### src/rtl/tw_gen_mc_if.sv
// Twiddle generator bus: frame control, table write port and twiddle output.
// The master drives frames and table writes; the slave returns NCH twiddles per beat.
interface tw_gen_mc_if #(
  parameter int LOGQ = 16,
  parameter int NCH  = 2,
  parameter int AW   = 3
);
  logic                  start;
  logic                  intt;
  logic [LOGQ-1:0]       q;
  logic                  in_valid;
  logic                  wr_en;
  logic [AW-1:0]         wr_addr;
  logic [LOGQ-1:0]       wr_data;
  logic [NCH*LOGQ-1:0]   dout;
  logic                  out_valid;
  logic                  out_last;
  logic                  busy;
  logic                  wr_err;

  modport master (
    output start, intt, q, in_valid, wr_en, wr_addr, wr_data,
    input  dout, out_valid, out_last, busy, wr_err
  );

  modport slave (
    input  start, intt, q, in_valid, wr_en, wr_addr, wr_data,
    output dout, out_valid, out_last, busy, wr_err
  );
endinterface

### src/rtl/tw_gen_mc.sv
// Multi-lane NTT/INTT twiddle generator: per-lane replicated twiddle tables read
// in lock-step with butterfly groups, with the INTT negation (q - t) applied at the output.
module tw_gen_mc #(
  parameter int LOGQ       = 16,
  parameter int LOGN       = 10,
  parameter int STAGE      = 3,
  parameter int NCH        = 2,
  parameter int DELAY_BROM = 2,
  parameter int TYPE_RED   = 0,
  parameter int R_w        = 1
) (
  input  logic        clk,
  input  logic        rst_n,
  tw_gen_mc_if.slave  bus
);

  localparam int TD    = 1 << STAGE;
  localparam int AW    = (STAGE > 0) ? STAGE : 1;
  localparam int FRAME = (1 << LOGN) / (2 * NCH);
  localparam int CW    = (FRAME > 1) ? $clog2(FRAME) : 1;
  localparam int DB    = DELAY_BROM;

  localparam logic [CW-1:0]   LAST_CNT = CW'(FRAME - 1);
  localparam logic [LOGQ-1:0] U        = (TYPE_RED != 0) ? LOGQ'(R_w) : LOGQ'(1);

  localparam logic [0:0] IDLE = 1'b0;
  localparam logic [0:0] RUN  = 1'b1;

  logic [0:0]      r_state;
  logic [CW-1:0]   r_cnt;
  logic            r_intt;
  logic [LOGQ-1:0] r_q;

  logic            w_run;
  logic            w_last_old;
  logic            w_new;
  logic            w_beat;
  logic [CW-1:0]   w_cnt;
  logic            w_intt;
  logic [LOGQ-1:0] w_q;
  logic            w_last;
  logic            w_wr_ok;

  assign w_run   = (r_state == RUN);
  // A start arriving together with the final beat of a running frame lets that beat
  // finish the old frame; the new frame then begins at the next beat with cnt = 0.
  assign w_last_old = w_run && bus.in_valid && bus.start && (r_cnt == LAST_CNT);
  assign w_new   = bus.start && !w_last_old;
  assign w_beat  = bus.in_valid && (w_run || bus.start);
  assign w_cnt   = w_new ? '0 : r_cnt;
  assign w_intt  = w_new ? bus.intt : r_intt;
  assign w_q     = w_new ? bus.q : r_q;
  assign w_last  = (w_cnt == LAST_CNT);
  assign w_wr_ok = bus.wr_en && !w_run && !bus.start;

  // NOTE: sequential state uses non-blocking assignments so every register samples
  // pre-edge values regardless of statement order.
  always_ff @(posedge clk or negedge rst_n) begin
    if (!rst_n) begin
      r_state <= IDLE;
      r_cnt   <= '0;
      r_intt  <= 1'b0;
      r_q     <= '0;
    end else begin
      if (bus.start) begin
        r_intt <= bus.intt;
        r_q    <= bus.q;
      end
      if (w_last_old) begin
        r_state <= RUN;
        r_cnt   <= '0;
      end else if (w_beat) begin
        r_cnt   <= w_last ? '0 : w_cnt + 1'b1;
        r_state <= w_last ? IDLE : RUN;
      end else if (bus.start) begin
        r_state <= RUN;
        r_cnt   <= '0;
      end
    end
  end

  logic [LOGQ-1:0] w_raw [NCH];

  genvar k;
  generate
    for (k = 0; k < NCH; k++) begin : g_lane
      if (STAGE > 0) begin : g_tab
        logic [LOGQ-1:0] r_mem [TD];
        logic [AW-1:0]   w_idx;

        // NOTE: table storage has no reset; its contents survive rst_n and are only
        // changed through the write port, which keeps it mappable onto block RAM.
        always_ff @(posedge clk) begin
          if (w_wr_ok) r_mem[bus.wr_addr] <= bus.wr_data;
        end

        assign w_idx    = AW'(32'(w_cnt) * NCH + k);
        assign w_raw[k] = r_mem[w_idx];
      end else begin : g_unity
        assign w_raw[k] = U;
      end
    end
  endgenerate

  // Read pipeline: DB stages from the issuing edge to the output register.
  logic            r_vld   [DB];
  logic            r_plast [DB];
  logic            r_pintt [DB];
  logic [LOGQ-1:0] r_pq    [DB];
  logic [LOGQ-1:0] r_rd    [DB][NCH];

  always_ff @(posedge clk or negedge rst_n) begin
    if (!rst_n) begin
      for (int i = 0; i < DB; i++) r_vld[i] <= 1'b0;
    end else begin
      r_vld[0] <= w_beat;
      for (int i = 1; i < DB; i++) r_vld[i] <= r_vld[i-1];
    end
  end

  always_ff @(posedge clk) begin
    r_plast[0] <= w_last;
    r_pintt[0] <= w_intt;
    r_pq[0]    <= w_q;
    for (int l = 0; l < NCH; l++) r_rd[0][l] <= w_raw[l];
    for (int i = 1; i < DB; i++) begin
      r_plast[i] <= r_plast[i-1];
      r_pintt[i] <= r_pintt[i-1];
      r_pq[i]    <= r_pq[i-1];
      for (int l = 0; l < NCH; l++) r_rd[i][l] <= r_rd[i-1][l];
    end
  end

  logic [NCH*LOGQ-1:0] w_dout;

  generate
    for (k = 0; k < NCH; k++) begin : g_out
      logic [LOGQ-1:0] w_t;
      assign w_t = r_rd[DB-1][k];
      assign w_dout[k*LOGQ +: LOGQ] = (r_pintt[DB-1] && (w_t != U)) ? (r_pq[DB-1] - w_t) : w_t;
    end
  endgenerate

  logic [NCH*LOGQ-1:0] r_dout;
  logic                r_out_valid;
  logic                r_out_last;
  logic                r_wr_err;

  always_ff @(posedge clk or negedge rst_n) begin
    if (!rst_n) begin
      r_dout      <= '0;
      r_out_valid <= 1'b0;
      r_out_last  <= 1'b0;
      r_wr_err    <= 1'b0;
    end else begin
      r_out_valid <= r_vld[DB-1];
      r_out_last  <= r_vld[DB-1] && r_plast[DB-1];
      r_wr_err    <= bus.wr_en && !w_wr_ok;
      if (r_vld[DB-1]) r_dout <= w_dout;
    end
  end

  assign bus.dout      = r_dout;
  assign bus.out_valid = r_out_valid;
  assign bus.out_last  = r_out_last;
  assign bus.wr_err    = r_wr_err;
  assign bus.busy      = w_run;

endmodule

### src/flat_wrapper.sv
// flat-port wrapper written by rule: the top's interface ports become plain ports
module tw_gen_mc_flat 
#(
  parameter int LOGQ       = 16,
  parameter int LOGN       = 10,
  parameter int STAGE      = 3,
  parameter int NCH        = 2,
  parameter int DELAY_BROM = 2,
  parameter int TYPE_RED   = 0,
  parameter int R_w        = 1
)
  (clk, rst_n, bus_start, bus_intt, bus_q, bus_in_valid, bus_wr_en, bus_wr_addr, bus_wr_data, bus_dout, bus_out_valid, bus_out_last, bus_busy, bus_wr_err);
  tw_gen_mc_if #(.LOGQ(LOGQ), .NCH(NCH), .AW(2)) bus_i ();
  input  logic clk;
  input  logic rst_n;
  input wire logic [$bits(bus_i.start)-1:0] bus_start;
  input wire logic [$bits(bus_i.intt)-1:0] bus_intt;
  input wire logic [$bits(bus_i.q)-1:0] bus_q;
  input wire logic [$bits(bus_i.in_valid)-1:0] bus_in_valid;
  input wire logic [$bits(bus_i.wr_en)-1:0] bus_wr_en;
  input wire logic [$bits(bus_i.wr_addr)-1:0] bus_wr_addr;
  input wire logic [$bits(bus_i.wr_data)-1:0] bus_wr_data;
  output wire logic [$bits(bus_i.dout)-1:0] bus_dout;
  output wire logic [$bits(bus_i.out_valid)-1:0] bus_out_valid;
  output wire logic [$bits(bus_i.out_last)-1:0] bus_out_last;
  output wire logic [$bits(bus_i.busy)-1:0] bus_busy;
  output wire logic [$bits(bus_i.wr_err)-1:0] bus_wr_err;
  assign bus_i.start = bus_start;
  assign bus_i.intt = bus_intt;
  assign bus_i.q = bus_q;
  assign bus_i.in_valid = bus_in_valid;
  assign bus_i.wr_en = bus_wr_en;
  assign bus_i.wr_addr = bus_wr_addr;
  assign bus_i.wr_data = bus_wr_data;
  assign bus_dout = bus_i.dout;
  assign bus_out_valid = bus_i.out_valid;
  assign bus_out_last = bus_i.out_last;
  assign bus_busy = bus_i.busy;
  assign bus_wr_err = bus_i.wr_err;
  tw_gen_mc #(.LOGQ(LOGQ), .LOGN(LOGN), .STAGE(STAGE), .NCH(NCH), .DELAY_BROM(DELAY_BROM), .TYPE_RED(TYPE_RED), .R_w(R_w)) u_core (.clk(clk), .rst_n(rst_n), .bus(bus_i));
endmodule
### config.mk
export PLATFORM = sky130hd
export DESIGN_NAME = tw_gen_mc_flat
export DESIGN_NICKNAME = d
export VERILOG_FILES = /design/src/rtl/tw_gen_mc_if.sv /design/src/rtl/tw_gen_mc.sv /design/src/flat_wrapper.sv
export SDC_FILE = /design/constraint.sdc
export NUM_CORES = 1
export LEC_CHECK = 0
export CORE_MARGIN = 2
export CORE_UTILIZATION = 57
export DETAILED_ROUTE_END_ITERATION = 8
export GPL_TIMING_DRIVEN = 0
export HOLD_SLACK_MARGIN = 0.1
export PLACE_DENSITY = 0.79
export SYNTH_ARGS = -nofsm -noshare
export SYNTH_HDL_FRONTEND = slang
export SYNTH_SLANG_ARGS = --single-unit
### constraint.sdc
create_clock -name clk -period 3.4 [get_ports clk]
set_clock_uncertainty 0.05 [all_clocks]
set_input_delay 0.34 -clock clk [delete_from_list [all_inputs] [get_ports clk]]
set_output_delay 0.34 -clock clk [all_outputs]
set_load 0.005 [all_outputs]
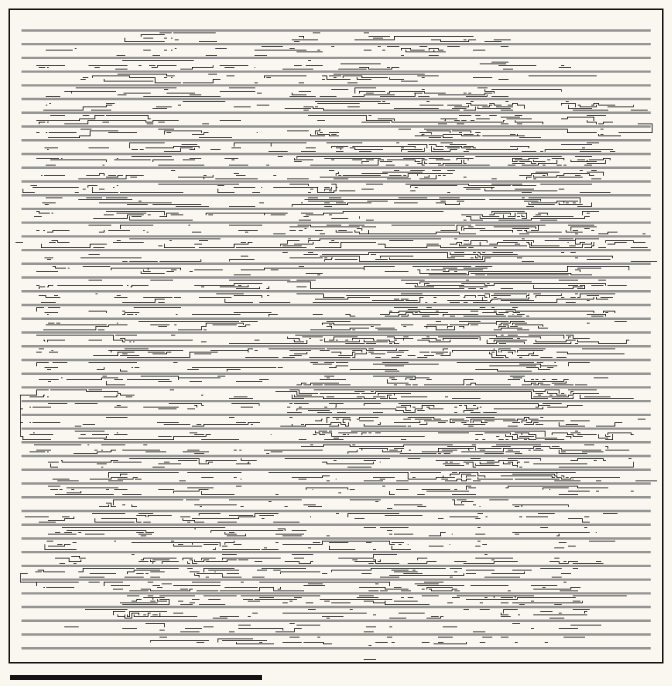
Run 1: signal wires on met1
Scale bar: 50 um. Supply wires on this layer in grey.
- main direction: horizontal
- share of all routed wire: 43%
- wire length on this layer: 7910 um
- nets with wire on the layer: 821
- longest straight run: 43.5 um

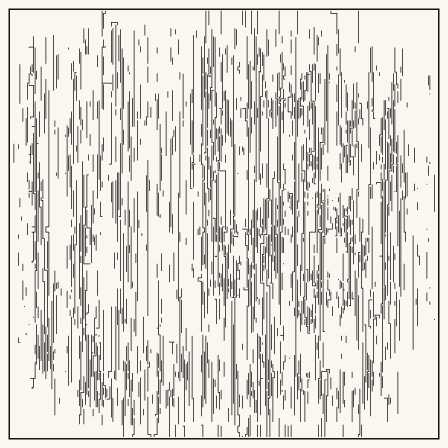
Run 1: the metal 2 layer
- wire length on this layer: 9310 um
- nets with wire on the layer: 760
GR Util met2: 0.402
final wirelength: 18500 um
vias after detailed routing: 5541

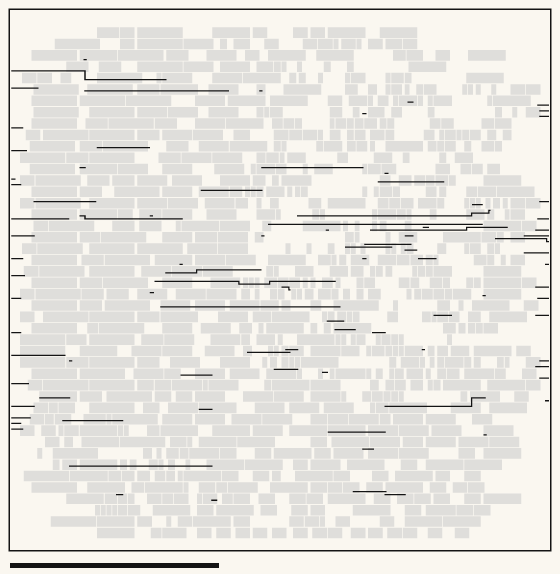
Run 1: met3 routing
Scale bar: 50 um. Cells faint in the background.
- share of all routed wire: 4.1%
- nets with wire on the layer: 63
- main direction: horizontal
- longest straight run: 51.1 um
met3 track demand over resource in global routing: 0.0413

==> summary.rpt, run 1 <==
=== SYNTHESIS / PLACE & ROUTE SUMMARY ===
----------------------------------------------------
[Status]
  Run status ........................ finished, final reports clean

[Worst setup path]
  Sequence of cells on the critical path ........................ inv_1 > ha_1 > inv_1 > fa_1 > a21oi_1 > o21ai_0 > and4_1 > o41ai_1 > a21oi_1 > mux2_2 > o311ai_0
  Required time at the endpoint of the critical path ........................ 3.72 ns
  Combined buffer and inverter count along the critical path ........................ 2
  Worst r2r path cells ........................ 11

[Pwr]
  Max VDD drop ........................ 0.000447 V
  Clock-net power ........................ 0.00243 W

[Detailed routing]
  DRC viols ........................ 0

[Final layout]
  Share of post-route cells with drive strength above 1 ........................ 0.156
  Layout filler cell count ........................ 1063
  Area taken by flip-flops and latches ........................ 0.00550 mm2

[Die]
  Area of the placeable core ........................ 0.0153 mm2
  Floorplan-stage core utilization ........................ 0.585

[Logic synthesis]
  MUX share of area ........................ 0.113
  Cells after synthesis ........................ 697
  Warnings, synthesis ........................ 0
  Dominant non-sequential cell family after synthesis ........................ multiplexers

[Timing]
  Setup Viol. Count Final ........................ 0
  Worst max-slew margin expressed relative to the limit ........................ 0.387
  Transition at the pin with the smallest max-transition slack ........................ 0.919 ns

[Clocking]
  Insertion Delay late pin ........................ 0.52 ns
  Inserted Clock Buffers ........................ 22
  Clock Tree Buf Depth ........................ 3

[Min path]
  Worst hold path startpoint ........................ u_core.r_pq[0][5]$_DFF_P_

----------------------------------------------------
==> run 1: synth_stat cells, types with 15 or more instances <==
library cell               count
sky130_fd_sc_hd__inv_1        40
sky130_fd_sc_hd__mux2_2       43
sky130_fd_sc_hd__nand2_1      20
sky130_fd_sc_hd__nor2_1       56
sky130_fd_sc_hd__ha_1         30
sky130_fd_sc_hd__mux2_4       30
sky130_fd_sc_hd__dfrtp_1      63
sky130_fd_sc_hd__a21oi_1      49
sky130_fd_sc_hd__o21ai_0      22
sky130_fd_sc_hd__edfxtp_1     64
sky130_fd_sc_hd__dfxtp_1     100
sky130_fd_sc_hd__xnor2_1      15
==> run 1: worst reg2reg max path, delay by kind of cell (launching register included) <==
| family | cells | cell delay (ns) |
|---|---|---|
| flops | 1 | 0.30 |
| simple gates | 1 | 0.25 |
| mux | 1 | 0.25 |
| fa+ha+maj | 2 | 0.59 |
| buf+inv | 2 | 0.15 |
| compound gates | 5 | 1.10 |
==> run 1: worst max-delay path by stage <==
stage                                          start                                      endpoint  depth (start not counted)
after global routing      u_core.r_pq[0][16]$_DFF_P_               u_core.bus.dout[30]$_DFFE_PN0P_                         11
after detailed placement                   bus_start  u_core.g_lane[1].g_tab.r_mem[1][7]$_DFFE_PP_                          5
after CTS                 u_core.r_pq[0][16]$_DFF_P_               u_core.bus.dout[30]$_DFFE_PN0P_                         11
after global placement                     bus_start  u_core.g_lane[0].g_tab.r_mem[0][6]$_DFFE_PP_                          5
after floorplan                            bus_start  u_core.g_lane[0].g_tab.r_mem[0][0]$_DFFE_PP_                          4
final                     u_core.r_pq[0][16]$_DFF_P_               u_core.bus.dout[30]$_DFFE_PN0P_                         11
==> run 1: sequential cells by signal (all words and copies together) (netlist names), 2 cells and up <==
register and flops:
u_core.r_pintt 2, u_core.g_lane.g_tab.r_mem 64, u_core.r_q 16, u_core.r_pq 32
u_core.r_rd 64, u_core.r_vld 2, u_core.r_plast 2, u_core.bus.dout 32
u_core.r_cnt 8
==> run 1: timing repair <==
item                                   CTS  global route
hold buffers                             1             0
resized                                  0             0
endpoints found under the hold margin   63             0
==> run 1: layout make-up <==
cell class              instances  share of cell area
clock inverters                11              0.0114
clock buffers                  29              0.0584
well taps                     211              0.0246
flip-flops and latches        227               0.512
plain buffers                  20             0.00944
repair buffers                 78              0.0727
inverters                      40              0.0140
multi-input cells             410               0.297
==> run 1: logic make-up after synthesis <==
kind of cell               after synthesis
AOI/OAI and AO/OA                      131
xor gates and xnor gates                29
adders and majority gates               32
buffers and inverters                   60
DFF                                    227
muxes                                   80
and+or+nand+nor                        138
==> run 1: per-layer routing <==
layer,part of all wire,routed length [um]
met5,0,0
met4,0.028,511
met3,0.041,753
met2,0.50,9310
met1,0.43,7910
==> run 1: per-stage QoR <==
step | total power [W] | hold slack, ns | worst slack [ns] | TNS (ns) | std cells
after global placement | 0.00403 | 0.264 | -0.401 | -19.84 | 983
after CTS | 0.00648 | 0.274 | 0.594 | 0 | 1026
final | 0.00644 | 0.275 | 0.579 | 0 | 1026
after global routing | 0.00671 | 0.281 | 0.331 | 0 | 1026
after floorplan | 0.00367 | -0.00559 | 0.968 | 0 | 697
after detailed placement | 0.00406 | 0.262 | 0.164 | 0 | 985
==> inputs of run 2 (changes only) <==
--- a/config.mk
+++ b/config.mk
@@ -6,11 +6,11 @@
 export NUM_CORES = 1
 export LEC_CHECK = 0
 export CORE_MARGIN = 2
-export CORE_UTILIZATION = 57
+export CORE_UTILIZATION = 52
 export DETAILED_ROUTE_END_ITERATION = 8
 export GPL_TIMING_DRIVEN = 0
 export HOLD_SLACK_MARGIN = 0.1
-export PLACE_DENSITY = 0.79
+export PLACE_DENSITY = 0.76
 export SYNTH_ARGS = -nofsm -noshare
 export SYNTH_HDL_FRONTEND = slang
 export SYNTH_SLANG_ARGS = --single-unit
==> constraint.sdc (replaced) <==
create_clock -name clk -period 2.4 [get_ports clk]
set_clock_uncertainty 0.05 [all_clocks]
set_input_delay 0.24 -clock clk [delete_from_list [all_inputs] [get_ports clk]]
set_output_delay 0.24 -clock clk [all_outputs]
set_load 0.005 [all_outputs]
==> run 2 against run 1 <==
  * The run now ends with setup timing left
  * Clock-buffer cell count is 5 higher
  * Wire length increased by 2.3%
  * First-iteration DRC count rose by 34%
  * Utilization shrank 4.8 points
  * Cell count is 1.4% higher
  * Via count rose by 1.9%
  * Synthesized area stayed put
  * Die size grew 9.3%
==> summary.rpt, run 2 <==
=== SYNTHESIS / PLACE & ROUTE SUMMARY ===
----------------------------------------------------
[Timing]
  Setup Viol. Count Final ........................ 1
  Setup total negative slack ........................ -0.00620 ns
  Final worst-path setup slack ........................ -0.00620 ns
  Transition at the pin with the smallest max-transition slack ........................ 0.902 ns
  Worst max-slew margin expressed relative to the limit ........................ 0.398

[Detailed routing]
  DRC viols ........................ 0

[Status]
  Failing checks ........................ setup timing
  Run status ........................ finished, violations left

[Final layout]
  Biggest registers after layout ........................ u_core.g_lane.g_tab.r_mem (64), u_core.r_rd (64)
  Share of post-route cells with drive strength above 1 ........................ 0.196
  Layout filler cell count ........................ 1234
  Area taken by flip-flops and latches ........................ 0.00551 mm2

[Clocking]
  Clock Tree Buf Depth ........................ 3
  Insertion Delay late pin ........................ 0.49 ns

[Logic synthesis]
  Top cells by count, synth ........................ sky130_fd_sc_hd__dfxtp_1 (100), sky130_fd_sc_hd__edfxtp_1 (64), sky130_fd_sc_hd__dfrtp_1 (63), sky130_fd_sc_hd__nor2_1 (56), sky130_fd_sc_hd__a21oi_1 (49)
  Cells after synthesis ........................ 697

[Pwr]
  Max VDD drop ........................ 0.000951 V
  Total power after layout ........................ 0.00934 W

[Placement]
  Global placement routability congestion ........................ 0.890
  Post-Place Worst Slack ........................ -0.714 ns

[Global route]
  Vias in the first global route ........................ 5773

[Die]
  Floorplan-stage core utilization ........................ 0.535

[Worst setup path]
  Required time at the endpoint of the critical path ........................ 2.70 ns

----------------------------------------------------
==> run 2: cell counts after synthesis <==
No cell type changed its count.
==> run 2: repair_timing <==
item,4_1_cts,5_1_grt
setup buffers,3,1
hold buffers,1,0
setup endpoints to repair,40,25
hold endpoints to repair,63,0
pin swaps,9,7
gates resized,21,23
==> run 2: final cells by class <==
class / count / share of cell area
Buffer: 20 / 0.00947
Clock buffer: 34 / 0.0677
Clock inverter: 7 / 0.00445
Inverter: 40 / 0.0139
Multi-Input combinational cell: 410 / 0.303
Sequential cell: 227 / 0.502
Tap cell: 220 / 0.0251
Timing Repair Buffer: 82 / 0.0740
==> run 2: critical path, stage by stage (launching register included) <==
cell and delay [ns]:
sky130_fd_sc_hd__dfxtp_1 0.42, sky130_fd_sc_hd__inv_1 0.07, sky130_fd_sc_hd__ha_1 0.28, sky130_fd_sc_hd__nor4_2 0.30, sky130_fd_sc_hd__nand2_1 0.11, sky130_fd_sc_hd__o211a_4 0.29
sky130_fd_sc_hd__a21o_1 0.22, sky130_fd_sc_hd__a211oi_2 0.28, sky130_fd_sc_hd__xnor2_1 0.17, sky130_fd_sc_hd__a21oi_1 0.09
==> run 2: final timing paths <==
check                                           start                               to  slack [ns]  depth (start not counted)
setup reg to reg           u_core.r_rd[1][21]$_DFF_P_  u_core.bus.dout[15]$_DFFE_PN0P_      -0.006                          9
hold / removal             u_core.r_pq[0][15]$_DFF_P_       u_core.r_pq[0][31]$_DFF_P_        0.28                          0
hold reg to reg            u_core.r_pq[0][15]$_DFF_P_       u_core.r_pq[0][31]$_DFF_P_        0.28                          0
min in group asynchronous                       rst_n      u_core.r_cnt[0]$_DFFE_PN0P_        0.35                          2
setup / recovery           u_core.r_rd[1][21]$_DFF_P_  u_core.bus.dout[15]$_DFFE_PN0P_      -0.006                          9
max in group asynchronous                       rst_n  u_core.bus.dout[27]$_DFFE_PN0P_        1.38                          2
==> run 2: cell families (layout without fill, tap and decap cells) <==
kind of cell | after synthesis | after routing | synth area share
compound gates | 131 | 131 | 0.0929
xor+xnor | 29 | 29 | 0.0284
fa+ha+maj | 32 | 32 | 0.0465
buf+inv | 60 | 183 | 0.0282
flops | 227 | 227 | 0.616
mux | 80 | 80 | 0.113
simple gates | 138 | 138 | 0.0755
==> run 2: stage by stage <==
step,std cells,hold slack (ns)
after detailed placement,994,0.262
final,1040,0.276
after global placement,992,0.264
after CTS,1039,0.276
after floorplan,697,-0.106
after global routing,1040,0.277
==> run 2: where the power goes <==
group | total (W) | internal, W | switching [W] | leakage (nW)
registers | 0.00438 | 0.00421 | 0.000172 | 2.16
logic | 0.00140 | 0.000735 | 0.000660 | 1.96
clock network | 0.00357 | 0.00216 | 0.00141 | 0.395
==> run 2: routing by layer <==
layer / wire [um] / up-vias
met5: 0 / -
met4: 405 / 0
met3: 822 / 33
met2: 9560 / 143
met1: 8130 / 2756
li1: - / 2713
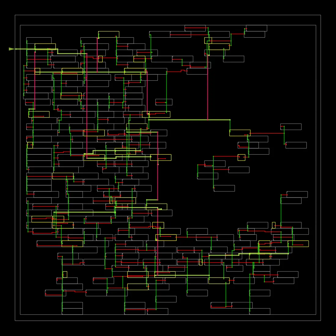
Run 2: clock wiring as the flow saved it
clock sink count: 227
Inserted Clock Buffers: 23
final sequential cell count: 227
clock-net power: 0.00357 W
CLK BUF: 34

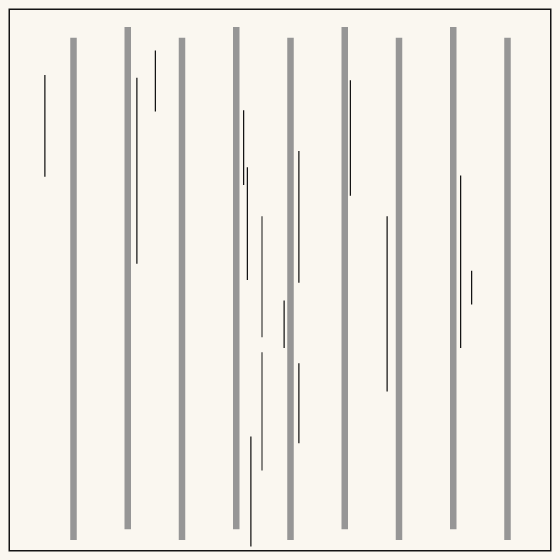
Run 2: the metal 4 layer
Supply wires on this layer in grey.
- wire length on this layer: 406 um
- main direction: vertical

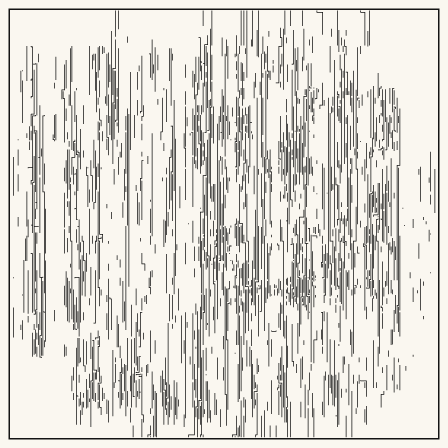
Run 2: the metal 2 layer
- share of all routed wire: 51%
- longest straight run: 61.5 um
- wire length on this layer: 9560 um
- nets with wire on the layer: 782
- main direction: vertical
final wirelength: 18900 um
vias after detailed routing: 5645
GR Util met2: 0.369

==> inputs of run 3 (changes only) <==
--- a/config.mk
+++ b/config.mk
@@ -5,8 +5,10 @@
 export SDC_FILE = /design/constraint.sdc
 export NUM_CORES = 1
 export LEC_CHECK = 0
+export ABC_CLOCK_PERIOD_IN_PS = 2400
 export CORE_MARGIN = 2
 export CORE_UTILIZATION = 52
+export CTS_CLUSTER_DIAMETER = 60
 export DETAILED_ROUTE_END_ITERATION = 8
 export GPL_TIMING_DRIVEN = 0
 export HOLD_SLACK_MARGIN = 0.1
==> run 3 against run 2 <==
  * The run now ends clean
  * Non-clock buffer count is the same
  * Design area increased by 1.2%
  * Wire length up 2.9%
  * Total power is 2.8% higher
  * Utilization rose by 0.81 points
  * Combinational power about the same
  * Maximum frequency up 1.9%
  * Largest cell class unchanged
  * Highest routed layer unchanged
==> summary.rpt, run 3 <==
=== SYNTHESIS / PLACE & ROUTE SUMMARY ===
----------------------------------------------------
[Logic synthesis]
  Top-area cell type share of the netlist area ........................ 0.224
  Warnings, synthesis ........................ 0
  Cells after synthesis ........................ 697
  Top cells by count, synth ........................ sky130_fd_sc_hd__dfxtp_1 (100), sky130_fd_sc_hd__edfxtp_1 (64), sky130_fd_sc_hd__dfrtp_1 (63), sky130_fd_sc_hd__nor2_1 (56), sky130_fd_sc_hd__a21oi_1 (49)
  Total cells reported by yosys after synthesis ........................ 697
  Cell with the most instances after synthesis ........................ sky130_fd_sc_hd__dfxtp_1

[Final layout]
  Layout filler cell count ........................ 1239
  Biggest registers after layout ........................ u_core.g_lane.g_tab.r_mem (64), u_core.r_rd (64)
  Final standard cell area without fillers ........................ 0.0111 mm2
  Share of post-route cells with drive strength above 1 ........................ 0.216
  Combinational Area ........................ 0.00337 mm2
  Area taken by flip-flops and latches ........................ 0.00552 mm2

[Timing]
  Fin. max-slew vios ........................ 0
  Final Hold Slack ........................ 0.272 ns
  Transition at the pin with the smallest max-transition slack ........................ 0.944 ns
  Setup total negative slack ........................ 0 ns
  Setup Viol. Count Final ........................ 0
  Worst max-slew margin expressed relative to the limit ........................ 0.370

[Status]
  Run status ........................ finished, final reports clean

[Pwr]
  Max VDD drop ........................ 0.000610 V
  Power per unit of standard cell area ........................ 866 mW/mm2

[Clocking]
  Clock Tree Buf Depth ........................ 3
  Clock sink count ........................ 227

[Detailed routing]
  DRC viols ........................ 0
  Number of violations reported at the end of detailed-routing iteration 0 ........................ 317

[Global route]
  Pin count of the biggest net entering global routing ........................ 64
  GR Util met2 ........................ 0.375
  Vias in the first global route ........................ 5903

[Worst setup path]
  Required time at the endpoint of the critical path ........................ 2.73 ns
  CP delay by family, top ........................ AND-OR/OR-AND gates
  Arr. time, crit path ........................ 2.69 ns
  Sequence of cells on the critical path ........................ inv_4 > ha_4 > inv_2 > fa_2 > a211oi_2 > o21a_1 > o21ai_1 > and3b_2 > mux2_4 > o221ai_2 > o21ai_1
  Library cell contributing the largest single delay on the critical path ........................ sky130_fd_sc_hd__fa_2
  Largest stage delay, worst path ........................ 0.35 ns
  Most used cell, CP ........................ sky130_fd_sc_hd__o21ai_1
  Combined buffer and inverter count along the critical path ........................ 2

[Placement]
  Port Buf Inserts ........................ 75
  Global placement routability congestion ........................ 0.890

[Die]
  Area of the placeable core ........................ 0.0167 mm2
  Row Count ........................ 47
  Floorplan-stage core utilization ........................ 0.535

[Job]
  Total tool warning count ........................ 28

----------------------------------------------------
run 3: repair_timing:
action                     4_1_cts  5_1_grt
hold buffers                     1        0
setup endpoints to repair       40       18
hold endpoints to repair        63        0
pin swaps                       11       13
setup buffers                    3        3
resized                         32       28
cloned                           0        0
run 3: through the flow:
step	total power, W	setup slack (ns)	util	cells
detailed placement	0.00577	-0.714	0.598	994
global route	0.00999	-0.0970	0.664	1043
global placement	0.00573	-1.29	0.596	992
finish	0.00961	0.0395	0.664	1043
CTS	0.00962	-0.165	0.658	1042
floorplan	0.00519	0.0262	-	697
run 3: logic make-up (layout without fill, tap and decap cells):
logic type	Yosys count	after routing	share of synthesized area
flip-flops	227	227	0.616
adder cells (fa/ha/maj)	32	32	0.0465
buffers and inverters	60	186	0.0282
XOR/XNOR	29	29	0.0284
AND-OR/OR-AND	131	131	0.0929
multiplexers	80	80	0.113
AND/OR/NAND/NOR	138	138	0.0755
run 3: worst paths after layout:
check,startpoint,to,slack [ns],cells after the start
worst max-delay path,u_core.r_pq[0][16]$_DFF_P_,u_core.bus.dout[12]$_DFFE_PN0P_,0.04,11
worst min-delay path,u_core.r_pq[0][15]$_DFF_P_,u_core.r_pq[0][31]$_DFF_P_,0.27,0
worst max register to register,u_core.r_pq[0][16]$_DFF_P_,u_core.bus.dout[12]$_DFFE_PN0P_,0.04,11
worst min register to register,u_core.r_pq[0][15]$_DFF_P_,u_core.r_pq[0][31]$_DFF_P_,0.27,0
max in group asynchronous,rst_n,u_core.bus.dout[1]$_DFFE_PN0P_,1.40,2
min in group asynchronous,rst_n,u_core.r_cnt[0]$_DFFE_PN0P_,0.32,2
run 3: metal layers:
metal  up-vias  wire, um
li1       2725         -
met1      2787      8350
met2       144      9710
met3        55       733
met4         0       675
met5         -         0
run 3: layout make-up:
cell class	instances	share of cell area
Clock inverter	9	0.00801
Buffer	18	0.00857
Clock buffer	35	0.0692
Inverter	40	0.0138
Timing Repair Buffer	84	0.0744
Tap cell	220	0.0248
Multi-Input combinational cell	410	0.304
Sequential cell	227	0.497
run 3: report_power, final:
part | switching [W] | internal, W | total (W)
Sequential | 0.000176 | 0.00421 | 0.00438
Combinational | 0.000675 | 0.000757 | 0.00143
Clock | 0.00152 | 0.00227 | 0.00379
Total | 0.00237 | 0.00724 | 0.00961
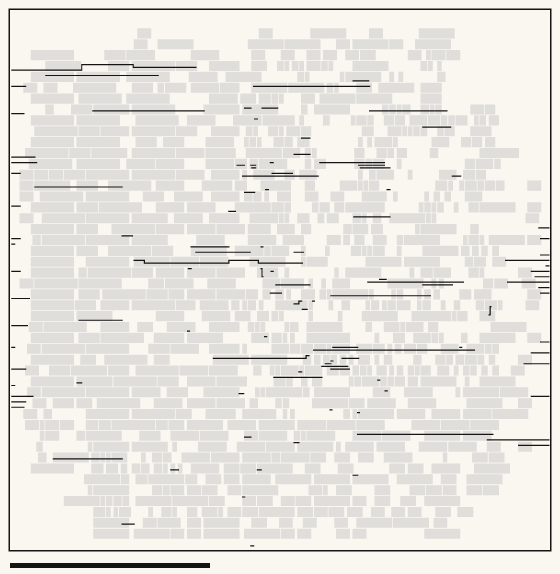
Run 3: met3 routing
Scale bar: 50 um. Cells faint in the background.
- longest straight run: 40.3 um
- nets with wire on the layer: 71
- wire length on this layer: 733 um
final wirelength: 19500 um
vias after detailed routing: 5711
met3 track demand over resource in global routing: 0.0315

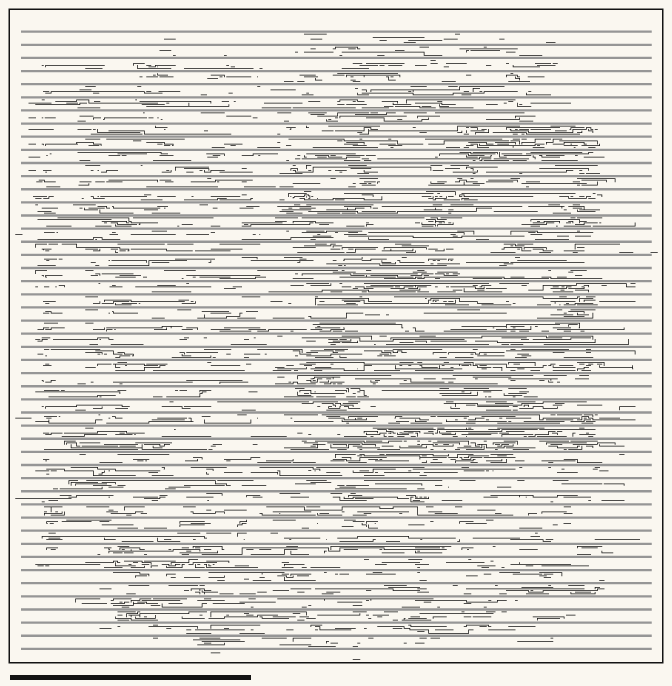
Run 3: signal wires on met1
Scale bar: 50 um. Supply wires on this layer in grey.
- wire length on this layer: 8350 um
- nets with wire on the layer: 817
- main direction: horizontal
- longest straight run: 45.1 um
- share of all routed wire: 43%
met1 Resource Use GR: 0.274

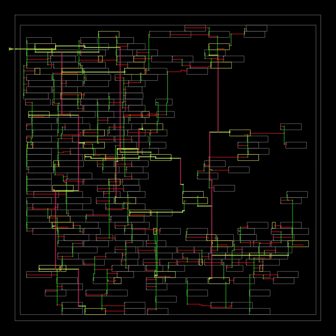
Run 3: clock wiring as the flow saved it
Insertion Delay late pin: 0.53 ns
Inserted Clock Buffers: 24
clock-net power: 0.00379 W
CLK BUF: 35

Power is estimated from default activity; no workload was simulated.
